### config.mk
export PLATFORM = sky130hd
export DESIGN_NAME = gpio_pad_ctrl
export DESIGN_NICKNAME = d
export VERILOG_FILES = /design/src/rtl/gpio_ctrl_pkg.sv /design/src/rtl/gpio_in_filter.sv /design/src/rtl/gpio_pad_ctrl.sv
export SDC_FILE = /design/constraint.sdc
export NUM_CORES = 1
export LEC_CHECK = 0
export CAP_MARGIN = 20
export CELL_PAD_IN_SITES_DETAIL_PLACEMENT = 1
export CELL_PAD_IN_SITES_GLOBAL_PLACEMENT = 2
export CORE_ASPECT_RATIO = 1.4
export CORE_MARGIN = 10
export CORE_UTILIZATION = 37
export DETAILED_ROUTE_END_ITERATION = 8
export PLACE_DENSITY = 0.89
export SYNTH_ARGS = -nofsm -noshare
export SYNTH_HDL_FRONTEND = slang
export SYNTH_SLANG_ARGS = --single-unit
export TNS_END_PERCENT = 10
### constraint.sdc
create_clock -name clk_i -period 8.8 [get_ports clk_i]
set_input_delay 1.76 -clock clk_i [delete_from_list [all_inputs] [get_ports clk_i]]
set_output_delay 1.76 -clock clk_i [all_outputs]
set_load 0.05 [all_outputs]
### src/rtl/gpio_ctrl_pkg.sv
// gpio_ctrl_pkg: shared constants for the GPIO pad controller -- register word
// addresses, PADCFG bit positions, the ISTAT/IMASK fall-bit offset, the bus
// state encoding and a helper that packs the per-pad rise/fall vectors.
package gpio_ctrl_pkg;

    // Register word addresses
    localparam logic [3:0] ADDR_DOUT   = 4'd0;
    localparam logic [3:0] ADDR_OE     = 4'd1;
    localparam logic [3:0] ADDR_IE     = 4'd2;
    localparam logic [3:0] ADDR_PU     = 4'd3;
    localparam logic [3:0] ADDR_PD     = 4'd4;
    localparam logic [3:0] ADDR_DIN    = 4'd5;
    localparam logic [3:0] ADDR_ISTAT  = 4'd6;
    localparam logic [3:0] ADDR_IMASK  = 4'd7;
    localparam logic [3:0] ADDR_PADCFG = 4'd8;
    localparam logic [3:0] ADDR_FILT   = 4'd9;

    // PADCFG field positions
    localparam int PADCFG_DS_LSB  = 0;
    localparam int PADCFG_DS_MSB  = 3;
    localparam int PADCFG_SR      = 4;
    localparam int PADCFG_CO      = 5;
    localparam int PADCFG_STE_LSB = 6;
    localparam int PADCFG_STE_MSB = 7;
    localparam int PADCFG_ODP     = 8;
    localparam int PADCFG_ODN     = 9;
    localparam int PADCFG_W       = 10;

    // Fall flags/masks live in the upper half-word of ISTAT and IMASK
    localparam int ISTAT_FALL_OFS = 16;

    typedef enum logic [0:0] {
        BUS_IDLE = 1'b0,
        BUS_ACK  = 1'b1
    } bus_state_e;

    // Builds the ISTAT/IMASK word from zero-extended rise and fall vectors
    function automatic logic [31:0] pack_edge_word(input logic [15:0] rise,
                                                   input logic [15:0] fall);
        return {fall, rise};
    endfunction

endpackage

### src/rtl/gpio_in_filter.sv
// gpio_in_filter: one pad's receive path -- 2-flop synchroniser, optional
// glitch filter (GPIO_CTRL_FILTER_EN) and din edge detector.
// Without GPIO_CTRL_FILTER_EN the filtered value is the synchroniser output.
module gpio_in_filter
    import gpio_ctrl_pkg::*;
#(
    parameter int FILT_W = 4
) (
    input  logic              i_clk,
    input  logic              i_rst,
    input  logic              i_pad_di,
    input  logic [FILT_W-1:0] i_thresh,
    output logic              o_din,
    output logic              o_rise,
    output logic              o_fall
);

    logic r_sync1;
    logic r_sync2;
    logic r_din_q;
    logic w_din;

    // Two-flop synchroniser for the asynchronous pad receive data
    always_ff @(posedge i_clk or posedge i_rst) begin
        if (i_rst) begin
            r_sync1 <= 1'b0;
            r_sync2 <= 1'b0;
        end else begin
            r_sync1 <= i_pad_di;
            r_sync2 <= r_sync1;
        end
    end

`ifdef GPIO_CTRL_FILTER_EN
    localparam logic [FILT_W-1:0] CNT_ZERO = {FILT_W{1'b0}};
    localparam logic [FILT_W-1:0] CNT_MAX  = {FILT_W{1'b1}};
    localparam logic [FILT_W-1:0] CNT_ONE  = FILT_W'(1'b1);

    logic [FILT_W-1:0] r_cnt;
    logic              r_din;

    // Glitch filter: a mismatch must persist T+1 cycles before din follows;
    // >= keeps a lowered threshold from stranding the counter above it
    always_ff @(posedge i_clk or posedge i_rst) begin
        if (i_rst) begin
            r_cnt <= CNT_ZERO;
            r_din <= 1'b0;
        end else if (r_sync2 == r_din) begin
            r_cnt <= CNT_ZERO;
        end else if (r_cnt >= i_thresh) begin
            r_din <= r_sync2;
            r_cnt <= CNT_ZERO;
        end else if (r_cnt != CNT_MAX) begin
            r_cnt <= r_cnt + CNT_ONE;
        end else begin
            r_cnt <= r_cnt;
        end
    end

    assign w_din = r_din;
`else
    logic w_unused_thresh;
    assign w_unused_thresh = ^i_thresh;
    assign w_din           = r_sync2;
`endif

    // Previous din value for edge detection
    always_ff @(posedge i_clk or posedge i_rst) begin
        if (i_rst) begin
            r_din_q <= 1'b0;
        end else begin
            r_din_q <= w_din;
        end
    end

    assign o_din  = w_din;
    assign o_rise = w_din & ~r_din_q;
    assign o_fall = ~w_din & r_din_q;

endmodule

### src/rtl/gpio_pad_ctrl.sv
// gpio_pad_ctrl: core-side controller for a bank of N GPIO pads. Register
// bank behind a req/ack slave, pad controls driven straight from registers,
// filtered inputs with sticky rise/fall flags and a masked level interrupt.
// Optional feature macro: GPIO_CTRL_FILTER_EN (glitch filter + FILT register).
module gpio_pad_ctrl
    import gpio_ctrl_pkg::*;
#(
    parameter int N      = 8,
    parameter int FILT_W = 4
) (
    input  logic          clk_i,
    input  logic          rst_i,
    input  logic          req_i,
    input  logic          we_i,
    input  logic [3:0]    addr_i,
    input  logic [31:0]   wdata_i,
    output logic          ack_o,
    output logic [31:0]   rdata_o,
    output logic          irq_o,
    output logic [N-1:0]  pad_do_o,
    output logic [N-1:0]  pad_oe_o,
    output logic [N-1:0]  pad_ie_o,
    output logic [N-1:0]  pad_pu_o,
    output logic [N-1:0]  pad_pd_o,
    output logic [3:0]    pad_ds_o,
    output logic          pad_sr_o,
    output logic          pad_co_o,
    output logic          pad_odp_o,
    output logic          pad_odn_o,
    output logic [1:0]    pad_ste_o,
    input  logic [N-1:0]  pad_di_i
);

    localparam logic [N-1:0] PADS_ZERO = {N{1'b0}};

    bus_state_e           r_state;
    bus_state_e           w_state_nxt;
    logic                 w_accept;
    logic                 w_wr;
    logic [3:0]           r_addr;
    logic                 r_we;
    logic [31:0]          r_wdata;
    logic [31:0]          r_rdata;
    logic [31:0]          w_rd_mux;
    logic [31:0]          w_filt_rd;
    logic                 r_irq;

    logic [N-1:0]         r_dout;
    logic [N-1:0]         r_oe;
    logic [N-1:0]         r_ie;
    logic [N-1:0]         r_pu;
    logic [N-1:0]         r_pd;
    logic [N-1:0]         r_istat_rise;
    logic [N-1:0]         r_istat_fall;
    logic [N-1:0]         r_imask_rise;
    logic [N-1:0]         r_imask_fall;
    logic [PADCFG_W-1:0]  r_padcfg;
    logic [FILT_W-1:0]    w_filt;

    logic [N-1:0]         w_din;
    logic [N-1:0]         w_rise;
    logic [N-1:0]         w_fall;
    logic [N-1:0]         w_w1c_rise;
    logic [N-1:0]         w_w1c_fall;
    logic                 w_unused_wdata;

    assign w_accept       = (r_state == BUS_IDLE) && req_i;
    assign w_wr           = (r_state == BUS_ACK) && r_we;
    assign w_unused_wdata = ^r_wdata;

    // Bus handshake next state: one ACK cycle per accepted request
    always_comb begin
        w_state_nxt = r_state;
        case (r_state)
            BUS_IDLE: begin
                if (req_i) begin
                    w_state_nxt = BUS_ACK;
                end else begin
                    w_state_nxt = BUS_IDLE;
                end
            end
            BUS_ACK:  w_state_nxt = BUS_IDLE;
            default:  w_state_nxt = BUS_IDLE;
        endcase
    end

    // Bus state register and capture of the accepted request
    always_ff @(posedge clk_i or posedge rst_i) begin
        if (rst_i) begin
            r_state <= BUS_IDLE;
            r_addr  <= 4'd0;
            r_we    <= 1'b0;
            r_wdata <= 32'd0;
        end else begin
            r_state <= w_state_nxt;
            if (w_accept) begin
                r_addr  <= addr_i;
                r_we    <= we_i;
                r_wdata <= wdata_i;
            end
        end
    end

    // Read mux over the register map; unmapped words read 0
    always_comb begin
        w_rd_mux = 32'd0;
        case (addr_i)
            ADDR_DOUT:   w_rd_mux = 32'(r_dout);
            ADDR_OE:     w_rd_mux = 32'(r_oe);
            ADDR_IE:     w_rd_mux = 32'(r_ie);
            ADDR_PU:     w_rd_mux = 32'(r_pu);
            ADDR_PD:     w_rd_mux = 32'(r_pd);
            ADDR_DIN:    w_rd_mux = 32'(w_din);
            ADDR_ISTAT:  w_rd_mux = pack_edge_word(16'(r_istat_rise), 16'(r_istat_fall));
            ADDR_IMASK:  w_rd_mux = pack_edge_word(16'(r_imask_rise), 16'(r_imask_fall));
            ADDR_PADCFG: w_rd_mux = 32'(r_padcfg);
            ADDR_FILT:   w_rd_mux = w_filt_rd;
            default:     w_rd_mux = 32'd0;
        endcase
    end

    // Read data is loaded as the request is accepted so it is valid during ACK only
    always_ff @(posedge clk_i or posedge rst_i) begin
        if (rst_i) begin
            r_rdata <= 32'd0;
        end else if (w_accept && !we_i) begin
            r_rdata <= w_rd_mux;
        end else begin
            r_rdata <= 32'd0;
        end
    end

    // Control register writes commit at the end of the ACK cycle
    always_ff @(posedge clk_i or posedge rst_i) begin
        if (rst_i) begin
            r_dout       <= PADS_ZERO;
            r_oe         <= PADS_ZERO;
            r_ie         <= PADS_ZERO;
            r_pu         <= PADS_ZERO;
            r_pd         <= PADS_ZERO;
            r_imask_rise <= PADS_ZERO;
            r_imask_fall <= PADS_ZERO;
            r_padcfg     <= {PADCFG_W{1'b0}};
        end else if (w_wr) begin
            case (r_addr)
                ADDR_DOUT:   r_dout   <= r_wdata[N-1:0];
                ADDR_OE:     r_oe     <= r_wdata[N-1:0];
                ADDR_IE:     r_ie     <= r_wdata[N-1:0];
                ADDR_PU:     r_pu     <= r_wdata[N-1:0];
                ADDR_PD:     r_pd     <= r_wdata[N-1:0];
                ADDR_IMASK: begin
                    r_imask_rise <= r_wdata[N-1:0];
                    r_imask_fall <= r_wdata[ISTAT_FALL_OFS +: N];
                end
                ADDR_PADCFG: r_padcfg <= r_wdata[PADCFG_W-1:0];
                default: begin
                end
            endcase
        end
    end

`ifdef GPIO_CTRL_FILTER_EN
    logic [FILT_W-1:0] r_filt;

    // Glitch-filter threshold register
    always_ff @(posedge clk_i or posedge rst_i) begin
        if (rst_i) begin
            r_filt <= {FILT_W{1'b0}};
        end else if (w_wr && (r_addr == ADDR_FILT)) begin
            r_filt <= r_wdata[FILT_W-1:0];
        end
    end

    assign w_filt    = r_filt;
    assign w_filt_rd = 32'(r_filt);
`else
    assign w_filt    = {FILT_W{1'b0}};
    assign w_filt_rd = 32'd0;
`endif

    assign w_w1c_rise = (w_wr && (r_addr == ADDR_ISTAT)) ? r_wdata[N-1:0] : PADS_ZERO;
    assign w_w1c_fall = (w_wr && (r_addr == ADDR_ISTAT)) ? r_wdata[ISTAT_FALL_OFS +: N] : PADS_ZERO;

    // Sticky edge flags: a new edge overrides a same-cycle write-one-to-clear
    always_ff @(posedge clk_i or posedge rst_i) begin
        if (rst_i) begin
            r_istat_rise <= PADS_ZERO;
            r_istat_fall <= PADS_ZERO;
        end else begin
            r_istat_rise <= (r_istat_rise & ~w_w1c_rise) | w_rise;
            r_istat_fall <= (r_istat_fall & ~w_w1c_fall) | w_fall;
        end
    end

    // Registered level interrupt from the masked flags
    always_ff @(posedge clk_i or posedge rst_i) begin
        if (rst_i) begin
            r_irq <= 1'b0;
        end else begin
            r_irq <= |((r_istat_rise & r_imask_rise) | (r_istat_fall & r_imask_fall));
        end
    end

    for (genvar g = 0; g < N; g++) begin : g_pad
        gpio_in_filter #(
            .FILT_W (FILT_W)
        ) u_filt (
            .i_clk    (clk_i),
            .i_rst    (rst_i),
            .i_pad_di (pad_di_i[g]),
            .i_thresh (w_filt),
            .o_din    (w_din[g]),
            .o_rise   (w_rise[g]),
            .o_fall   (w_fall[g])
        );
    end

    assign ack_o     = (r_state == BUS_ACK);
    assign rdata_o   = r_rdata;
    assign irq_o     = r_irq;
    assign pad_do_o  = r_dout;
    assign pad_oe_o  = r_oe;
    assign pad_ie_o  = r_ie;
    assign pad_pu_o  = r_pu;
    assign pad_pd_o  = r_pd;
    assign pad_ds_o  = r_padcfg[PADCFG_DS_MSB:PADCFG_DS_LSB];
    assign pad_sr_o  = r_padcfg[PADCFG_SR];
    assign pad_co_o  = r_padcfg[PADCFG_CO];
    assign pad_ste_o = r_padcfg[PADCFG_STE_MSB:PADCFG_STE_LSB];
    assign pad_odp_o = r_padcfg[PADCFG_ODP];
    assign pad_odn_o = r_padcfg[PADCFG_ODN];

endmodule

Figure 1. A small window of the routed layout (run 1).
Region (7, 105) to (57, 155) um. Cells in gray, sequential cells in the stronger gray; small squares are vias.
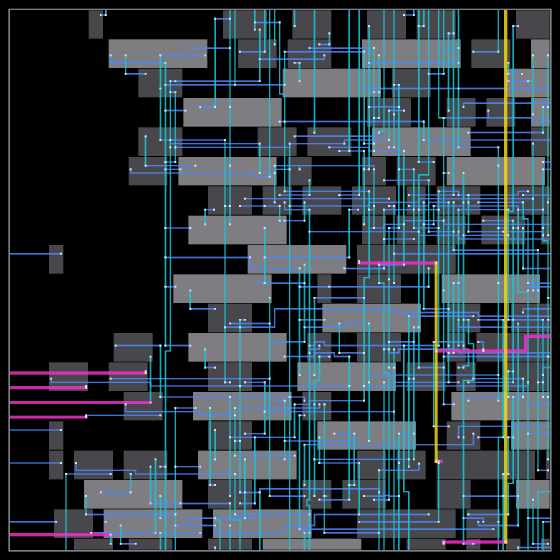
- yellow: M4
- blue: M1
- magenta: M3
- cyan: M2
- sequential cells in the window: 21
- cells with their middle in the window: 89
- most frequent: dfrtp_1 (21), clkdlybuf4s50_1 (18), mux2_2 (17)
- netlist names of flops here include: `r_padcfg` (4), `r_wdata` (4), `pad_oe_o` (3)

Figure 2. Gate-type map (run 1).
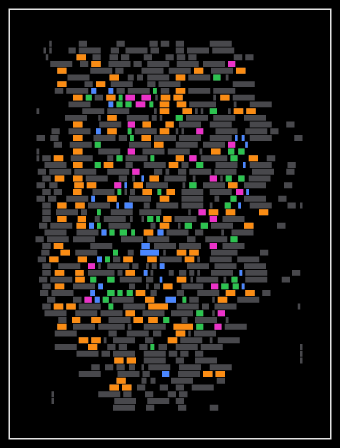
- magenta: non-inverting ao/oa cells (cells 21; most used a22o_1)
- orange: mux cells (cells 105; most used mux2_2)
- blue: nor cells (cells 31; most used nor2_1)
- green: aoi and oai cells (cells 53; most used a22oi_1)
combinational share of cell area: 28.01%
final cell count without fillers: 772

Figure 3. Clock wiring as the flow saved it (run 1).
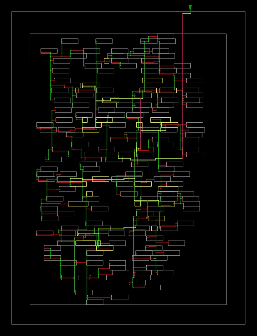
seq_cells: 149
total CTS buffers: 17
clk latency late pin: 0.42 ns
CTS sink count: 149

## run 1: critical path: cells and delay by family
kind            cells  cell delay [ns]
simple gates        3             1.32
buf+inv             1             0.74
compound gates      1             0.12
## run 1: cells in the mapped netlist, drive strengths merged, types with 8 or more instances
library cell / instances / area, um^2
dfrtp: 149 / 3729
o2bb2ai: 8 / 70.07
a21oi: 10 / 50.05
mux2i: 9 / 90.09
inv: 10 / 37.54
nor2b: 8 / 50.05
nor2: 13 / 51.30
nand2: 30 / 112.6
buf: 29 / 190.2
mux2: 94 / 1059
a22oi: 14 / 105.1
a22o: 15 / 131.4
## run 1: through the flow
| step | util (%) | hold WS (ns) | total power, mW |
|---|---|---|---|
| 6_report | 49.26 | 0.3486 | 2.587 |
| 3_3_place_gp | 45.18 | 0.3351 | 1.768 |
| 4_1_cts | 49.19 | 0.3524 | 2.608 |
| 2_1_floorplan | - | 0.3312 | 1.483 |
| 3_5_place_dp | 45.18 | 0.3387 | 1.796 |
| 5_1_grt | 49.26 | 0.3583 | 2.688 |
## run 1: sequential cells by signal (all words and copies together) (netlist names)
name and count:
pad_do_o 8, pad_pu_o 8, g_pad.u_filt.r_sync1 8, rdata_o 18, pad_pd_o 8, g_pad.u_filt.o_din 8
ack_o 1, r_imask_rise 8, pad_oe_o 8, r_imask_fall 8, pad_ie_o 8, r_padcfg 10
irq_o 1, g_pad.u_filt.r_din_q 8, r_we 1, r_wdata 18, r_addr 4, r_istat_rise 8
r_istat_fall 8
## run 1: layer usage
metal,up-vias,track usage (%),wire length [um]
met4,0,5.608,370
li1,1828,-,-
met5,-,0,0
met1,2157,18.46,7090
met3,20,4.193,875
met2,109,28.26,9554
==> flow_metrics.env, run 1 <==
# source this file to load flow results
export IMPL_area_growth_pct=29.77
export IMPL_slew_violations=0
export IMPL_fp_utilization_pct=37.96
export IMPL_fin_ws_ns=5.190
export IMPL_die_y_um=172.7
export IMPL_cts_resized=0
export IMPL_peakVddDrop_mv=0.1702
export IMPL_adder_share_pct=0
export IMPL_root_buffer="clkbuf_16"
export IMPL_holdPathStages=0
export IMPL_warnings=40
export IMPL_pre_cts_ws_ns=4.777
export IMPL_powerSeq_uw=965
export IMPL_hold_buffers=0
export IMPL_cts_clk_slew_worst_paths_ns=0.06
export IMPL_die_x_um=129.1
export IMPL_drtIter0Drc=199
export IMPL_grt_pass1_wl_um=27720
export IMPL_fin_skew_ns=0.009710
export IMPL_synth_chip_area_um2=6165
export IMPL_flop_cell="dfrtp_1"
export IMPL_dominant_cells="registers"
export IMPL_status="completed"
export IMPL_wirelength_um=17890
export IMPL_holdCritStartpoint="g_pad[3].u_filt.r_sync1"
export IMPL_ioPinCount=132
export IMPL_max_slew_margin_pct=34.09
export IMPL_final_common_cell="dfrtp_1"
export IMPL_yosysSeqAreaShare_pct=60.48
export IMPL_inv_count=10
export IMPL_cap_violations=0
export IMPL_nonClkBufAreaFrac_pct=13.59
export IMPL_rr_worst_depth=3
export IMPL_htree_levels=4
export IMPL_gr_total_overflow=0
export IMPL_worst_pin_slew_ns=0.9833
export IMPL_avgSynthCellArea_um2=13.64
export IMPL_aoi_share_pct=9.194
export IMPL_ys_warnings_count=0
export IMPL_fin_area_um2=8000
export IMPL_dieArea_um2=22300
export IMPL_p_switching_uw=938.5
export IMPL_ys_cells=452
export IMPL_setup_viol=0
export IMPL_min_period_ns=3.610
## Run 2: what changed since run 1
CORE_UTILIZATION = 34   (was 37)
PLACE_DENSITY = 0.83   (was 0.89)
clock period = 3.7 ns   (was 8.8 ns; I/O delays follow)
Figure 4. A small window of the routed layout (run 2).
Region (8, 109) to (58, 159) um. Cells in gray, sequential cells in the stronger gray; small squares are vias.
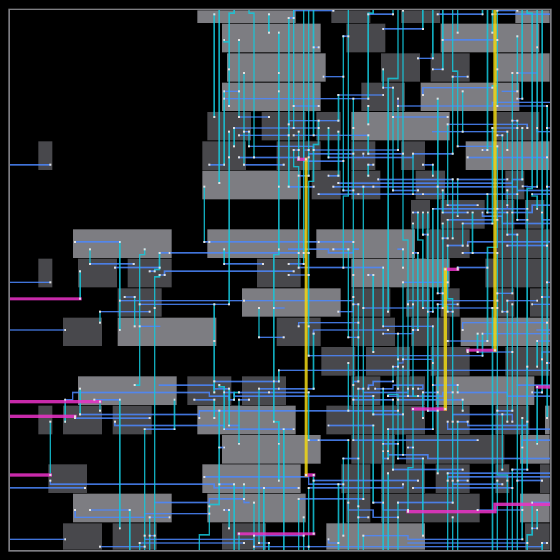
- blue: M1
- cyan: M2
- magenta: M3
- yellow: M4
- most frequent: dfrtp_1 (24), mux2_2 (19), clkdlybuf4s50_1 (12)
- cells with their middle in the window: 88
- netlist names of flops here include: `r_padcfg` (4), `r_wdata` (4), `pad_do_o` (3)
- sequential cells in the window: 24

Figure 5. Gate-type map (run 2).
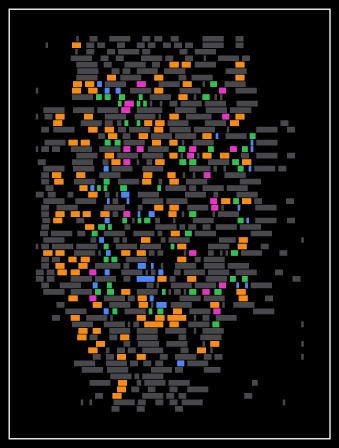
- magenta: non-inverting ao/oa cells (cells 21; most used a22o_1)
- blue: nor cells (cells 31; most used nor2_1)
- green: aoi and oai cells (cells 53; most used a22oi_1)
- orange: mux cells (cells 105; most used mux2_2)
Commonest Layout Cell: dfrtp_1
combinational share of cell area: 27.81%
final cell count without fillers: 817

==> run 2 against run 1 <==
Effect of this change: clock skew hardly changed; power is 130% higher; combinational power up 140%; utilization decreased by 4.3 points; critical endpoint is now ack_o; largest power group unchanged.
==> flow_metrics.env, run 2 <==
# source this file to load flow results
export IMPL_topCellsByArea="dfrtp_1 60%, mux2_2 17%, a22o_1 2.1%, buf_4 1.9%, nand2_1 1.8%"
export IMPL_hold_violations=0
export IMPL_num_rows=58
export IMPL_dieArea_um2=23990
export IMPL_ys_sh_xor_pct=0
export IMPL_root_buffer="clkbuf_16"
export IMPL_fin_nets=613
export IMPL_fin_skew_ns=0.009235
export IMPL_wire_per_inst_um=22.09
export IMPL_clock_insertion_delay_worst_skew_ns=0.42
export IMPL_start_kind="flip-flop"
export IMPL_area_growth_pct=30.73
export IMPL_rr_worst_depth=3
export IMPL_ioPinCount=132
export IMPL_gr_total_overflow=0
export IMPL_flop_cell="dfrtp_1"
export IMPL_ys_warnings_count=0
export IMPL_ys_cells=452
export IMPL_clock_path_buffers=2
export IMPL_cap_violations=0
export IMPL_hold_slack_ns=0.3577
export IMPL_syn_inst=452
export IMPL_drtIter0Drc=295
export IMPL_critical_path_class="reg -> out"
export IMPL_hold_buffers=0
export IMPL_worst_path_max_fanout=4
export IMPL_fmax_mhz=408.8
export IMPL_path_depth=1
export IMPL_top_cell="dfrtp_1"
export IMPL_cts_sinks=149
export IMPL_worst_pin_slew_ns=0.9552
export IMPL_aoi_share_pct=9.194
export IMPL_async_reset_ff_share_pct=100.0
export IMPL_avgSynthCellArea_um2=13.64
export IMPL_powerDensity_nw_per_um2=746.6
export IMPL_grt_max_degree=81
export IMPL_holdPathStages=0
export IMPL_path_buffers=1
export IMPL_fp_utilization_pct=34.39
export IMPL_top_cell_area_share_pct=60.48
export IMPL_gp_congestion=0.8396
export IMPL_die_y_um=179.3
export IMPL_wirelength_um=18050
export IMPL_max_slew_margin_pct=36.25
export IMPL_critical_path_top_delay_family="buffers and inverters"
export IMPL_fin_crit_sh_pct=66.11
export IMPL_arrival_ns=1.71
export IMPL_lay_top_cells="149 x dfrtp_1, 103 x clkdlybuf4s50_1, 94 x mux2_2"
export IMPL_tns_ns=0
export IMPL_synth_cell_types=44
export IMPL_postCtsSetupRepairBufs=0
export IMPL_slew_violations=0
export IMPL_ys_ff=149
export IMPL_warnings=40
export IMPL_diodes=0
export IMPL_drc_errors=0
export IMPL_cts_made_buffers=17
export IMPL_adder_share_pct=0
export IMPL_hpwl_um=12920
export IMPL_mux_area_share_pct=19.36
export IMPL_grt_pass1_vias=4625
export IMPL_setup_viol=0
export IMPL_min_period_ns=2.446
export IMPL_yosysSeqAreaShare_pct=60.48
export IMPL_end_kind="primary output"
export IMPL_cts_resized=0
export IMPL_grt_pass1_wl_um=28210
export IMPL_cts_tree="done"
export IMPL_logic_family="multiplexers"
export IMPL_yosys_top_cells_count="149 x dfrtp_1, 94 x mux2_2, 30 x nand2_1, 16 x buf_4, 15 x a22o_1"
export IMPL_via_per_inst=5.045
export IMPL_vias=4122
export IMPL_synth_chip_area_um2=6165
export IMPL_htree_levels=4
export IMPL_cp_slowest_stage_delay_ns=0.85
export IMPL_syn_area_um2=6165
export IMPL_power_mw=6.017
export IMPL_die_x_um=133.8
export IMPL_status="completed"
export IMPL_synth_area_leader_cell="dfrtp_1"
export IMPL_cts_clk_slew_worst_paths_ns=0.06
export IMPL_hp_class="reg -> reg"
export IMPL_peakVddDrop_mv=0.4580
[run 2: cell type report]
class / instances / area [um^2]
fill: 1862 / 9866
sequential: 149 / 3729
multi-input combinational: 272 / 2241
timing repair buffer: 115 / 1146
clock buffer: 17 / 425.4
tap: 240 / 300.3
clock inverter: 14 / 176.4
inverter: 10 / 41.29
[run 2: per-stage QoR]
step / utilization [%] / worst slack [ns] / instance area (um^2)
3_5_place_dp: 41.60 / 0.9421 / 7457
3_3_place_gp: 41.60 / 0.9572 / 7457
4_1_cts: 44.96 / 1.237 / 8059
5_1_grt: 44.96 / 1.219 / 8059
6_report: 44.96 / 1.254 / 8059
2_1_floorplan: - / 1.085 / 6217
[run 2: kinds of logic (layout without fill, tap and decap cells)]
family | count (synthesis) | in the layout
compound gates | 74 | 74
buf+inv | 44 | 156
flops | 149 | 149
mux | 105 | 105
other cells | 1 | 14
simple gates | 79 | 79
[run 2: metal layers]
metal  track usage (%)  vias to the layer above  wire, um
met4             6.091                        0       430
li1                  -                     1848         -
met1             17.15                     2145      7013
met2             27.44                      101      9836
met5                 0                        -         0
met3             3.870                       28       768
[run 2: worst paths after layout]
path	start	end	slack, ns
worst max-delay path	ack_o	ack_o	1.25
worst min-delay path	g_pad[2].u_filt.r_sync1	g_pad[2].u_filt.o_din	0.36
worst max register to register	r_addr[3]	r_imask_rise[3]	1.63
worst min register to register	g_pad[2].u_filt.r_sync1	g_pad[2].u_filt.o_din	0.36
max in group asynchronous	rst_i	pad_pu_o[5]	2.17
min in group asynchronous	rst_i	r_istat_fall[2]	0.74
[run 2: report_power, final]
part / internal [mW] / switching (mW)
sequential: 1.97 / 0.333
clock: 1.07 / 0.703
combinational: 0.751 / 1.20
total: 3.78 / 2.23
## Run 3: what changed since run 2
CORE_UTILIZATION = 31   (was 34)
PLACE_DENSITY = 0.8   (was 0.83)
clock period = 2.13 ns   (was 3.7 ns; I/O delays follow)
Figure 6. Gate-type map (run 3).
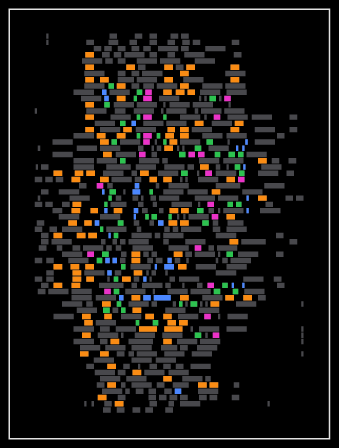
- blue: nor cells (cells 31; most used nor2_1)
- magenta: non-inverting ao/oa cells (cells 21; most used a22o_1)
- green: aoi and oai cells (cells 53; most used a22oi_1)
- orange: mux cells (cells 105; most used mux2_2)
combinational share of cell area: 26.82%
final cell count without fillers: 854

Figure 7. Clock wiring as the flow saved it (run 3).
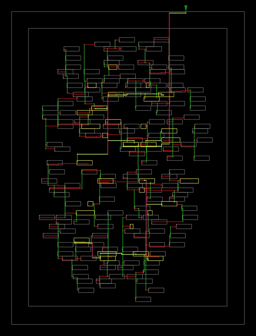
Clock group: 3.31 mW
Final Skew: 0.007110 ns
clock buffers: 19

==> run 3 against run 2 <==
Effect of this change: first-iteration DRC count shrank 6.8%; die size up 8.4%; global-route usage shrank 1.4 points; sequential power increased by 74%; worst hold slack got worse by 0.0089 ns; power increased by 78%; sequential share of layout area shrank 1.6 points; combinational power rose by 74%; largest cell class unchanged; via count grew 3.1%; non-clock buffer count increased by 25; clock skew fell by 0.0021 ns; worst setup slack got worse by 1.2 ns.
==> flow_metrics.env, run 3 <==
# source this file to load flow results
export IMPL_status="completed"
export IMPL_worst_path_max_fanout=3
export IMPL_cap_violations=0
export IMPL_grt_util_met3_pct=3.684
export IMPL_diodes=0
export IMPL_use_met1_pct=15.02
export IMPL_power_share_sequential_pct=37.4
export IMPL_gp_congestion=0.8332
export IMPL_cts_clk_slew_worst_paths_ns=0.06
export IMPL_max_slew_margin_pct=56.79
export IMPL_area_growth_pct=35.52
export IMPL_ys_cells=452
export IMPL_syn_inst=452
export IMPL_synth_cell_types=44
export IMPL_switching_share_pct=35.78
export IMPL_top_cell_area_share_pct=60.48
export IMPL_end_kind="primary output"
export IMPL_cp_endpoint="pad_pu_o[4]"
export IMPL_top_cell="dfrtp_1"
export IMPL_mux_area_share_pct=19.36
export IMPL_cts_made_buffers=17
export IMPL_hpwl_um=13550
export IMPL_ys_warnings_count=0
export IMPL_via_per_inst=4.974
export IMPL_adder_share_pct=0
export IMPL_fp_utilization_pct=31.31
export IMPL_gr_total_overflow=0
export IMPL_root_buffer="clkbuf_16"
export IMPL_wl_met3_um=810
export IMPL_warnings=41
export IMPL_lay_top_cells="149 x dfrtp_1, 97 x clkdlybuf4s50_1, 94 x mux2_2"
export IMPL_hp_class="in -> async"
export IMPL_topCellsByArea="dfrtp_1 60%, mux2_2 17%, a22o_1 2.1%, buf_4 1.9%, nand2_1 1.8%"
export IMPL_drtIter0Drc=275
export IMPL_busiest_layer="met2"
export IMPL_ioPinCount=132
export IMPL_async_reset_ff_share_pct=100.0
export IMPL_synth_chip_area_um2=6165
export IMPL_num_rows=61
export IMPL_die_y_um=186.9
export IMPL_pre_cts_ws_ns=0.03566
export IMPL_avgSynthCellArea_um2=13.64
export IMPL_final_common_cell="dfrtp_1"
export IMPL_tns_ns=0
export IMPL_wl_met2_um=9937
export IMPL_post_route_util_pct=42.43
export IMPL_fillers=2074
export IMPL_wirelength_um=18190
export IMPL_rr_worst_depth=4
export IMPL_internal_power_mw=6.881
export IMPL_critical_path_class="reg -> out"
export IMPL_peakVddDrop_mv=0.7040
export IMPL_p_clk_share_pct=30.9
export IMPL_grtUsageMet2_pct=25.69
export IMPL_worst_pin_slew_ns=0.6481
export IMPL_die_x_um=139.2
export IMPL_grt_pass1_vias=4777
export IMPL_vias=4248
export IMPL_syn_area_um2=6165
export IMPL_top_layer_used="met4"
export IMPL_power_leakage_nw=3.654
export IMPL_cp_slowest_stage_delay_ns=0.84
export IMPL_path_depth=1
export IMPL_fin_crit_sh_pct=97.92
export IMPL_min_period_ns=2.086
export IMPL_path_buffers=1
export IMPL_aoi_share_pct=9.194
export IMPL_power_mw=10.71
export IMPL_critPathLaunch="pad_pu_o[4]"
export IMPL_cts_sinks=149
export IMPL_yosys_top_cells_count="149 x dfrtp_1, 94 x mux2_2, 30 x nand2_1, 16 x buf_4, 15 x a22o_1"
export IMPL_dieArea_um2=26010
export IMPL_powerDensity_nw_per_um2=1282
export IMPL_clock_insertion_delay_worst_skew_ns=0.42
export IMPL_p_switching_mw=3.833
export IMPL_fin_area_um2=8354
export IMPL_rr_startpoint="ack_o"
export IMPL_fmax_mhz=479.5
export IMPL_slew_violations=0
export IMPL_drc_errors=0
export IMPL_logic_family="multiplexers"
export IMPL_grt_pass1_wl_um=28450
export IMPL_drt_met1_wl_um=7068
export IMPL_p_comb_share_pct=31.7
export IMPL_r2r_end="pad_do_o[2]"
export IMPL_yosysSeqAreaShare_pct=60.48
export IMPL_flop_cell="dfrtp_1"
export IMPL_place_area_um2=7692
export IMPL_cts_tree="done"
export IMPL_ys_sh_xor_pct=0
-- run 3: cell count changes in the layout (fill, tap and decap cells not counted) --
cell / delta
dlymetal6s2s_1: +3
inv_6: -4
clkinvlp_4: -1
clkdlybuf4s50_1: -6
bufinv_16: +2
clkbuf_8: +2
buf_12: +3
buf_4: +24
clkinv_4: +1
dlygate4sd2_1: +1
-- run 3: power by group through the flow --
| stage | registers (mW) | clock network (mW) | logic (mW) |
|---|---|---|---|
| after global placement | 4.01 | 0 | 3.39 |
| after floorplan | 5.17 | 0 | 0.960 |
| after global routing | 4.10 | 3.50 | 3.56 |
| final | 4.01 | 3.31 | 3.40 |
| after CTS | 4.02 | 3.38 | 3.45 |
| after detailed placement | 4.05 | 0 | 3.43 |
-- run 3: layout make-up --
type	instances	area, um^2	area share (%)
sequential	149	3729	44.63
multi-input combinational	272	2241	26.82
timing repair buffer	140	1373	16.43
clock buffer	19	452.9	5.422
tap	252	315.3	3.774
clock inverter	12	202.7	2.426
inverter	10	41.29	0.4942
-- run 3: repair_timing --
| action | CTS | global route |
|---|---|---|
| gates resized | 1 | 3 |
| setup buffers | 0 | 0 |
| endpoints found under the setup margin | 1 | 3 |
| hold buffers | 0 | 0 |
| gates cloned | 0 | 0 |
-- run 3: worst min-delay path by stage --
stage	start	to	slack, ns	cells after the start
after floorplan	g_pad[0].u_filt.r_sync1	g_pad[0].u_filt.o_din	0.33	0
final	rst_i	g_pad[2].u_filt.r_din_q	0.35	2
after CTS	rst_i	g_pad[2].u_filt.r_din_q	0.35	2
after global placement	g_pad[6].u_filt.r_sync1	g_pad[6].u_filt.o_din	0.34	0
after detailed placement	g_pad[2].u_filt.r_sync1	g_pad[2].u_filt.o_din	0.34	0
after global routing	rst_i	g_pad[2].u_filt.r_din_q	0.35	2
Power and IR drop assume default switching activity.
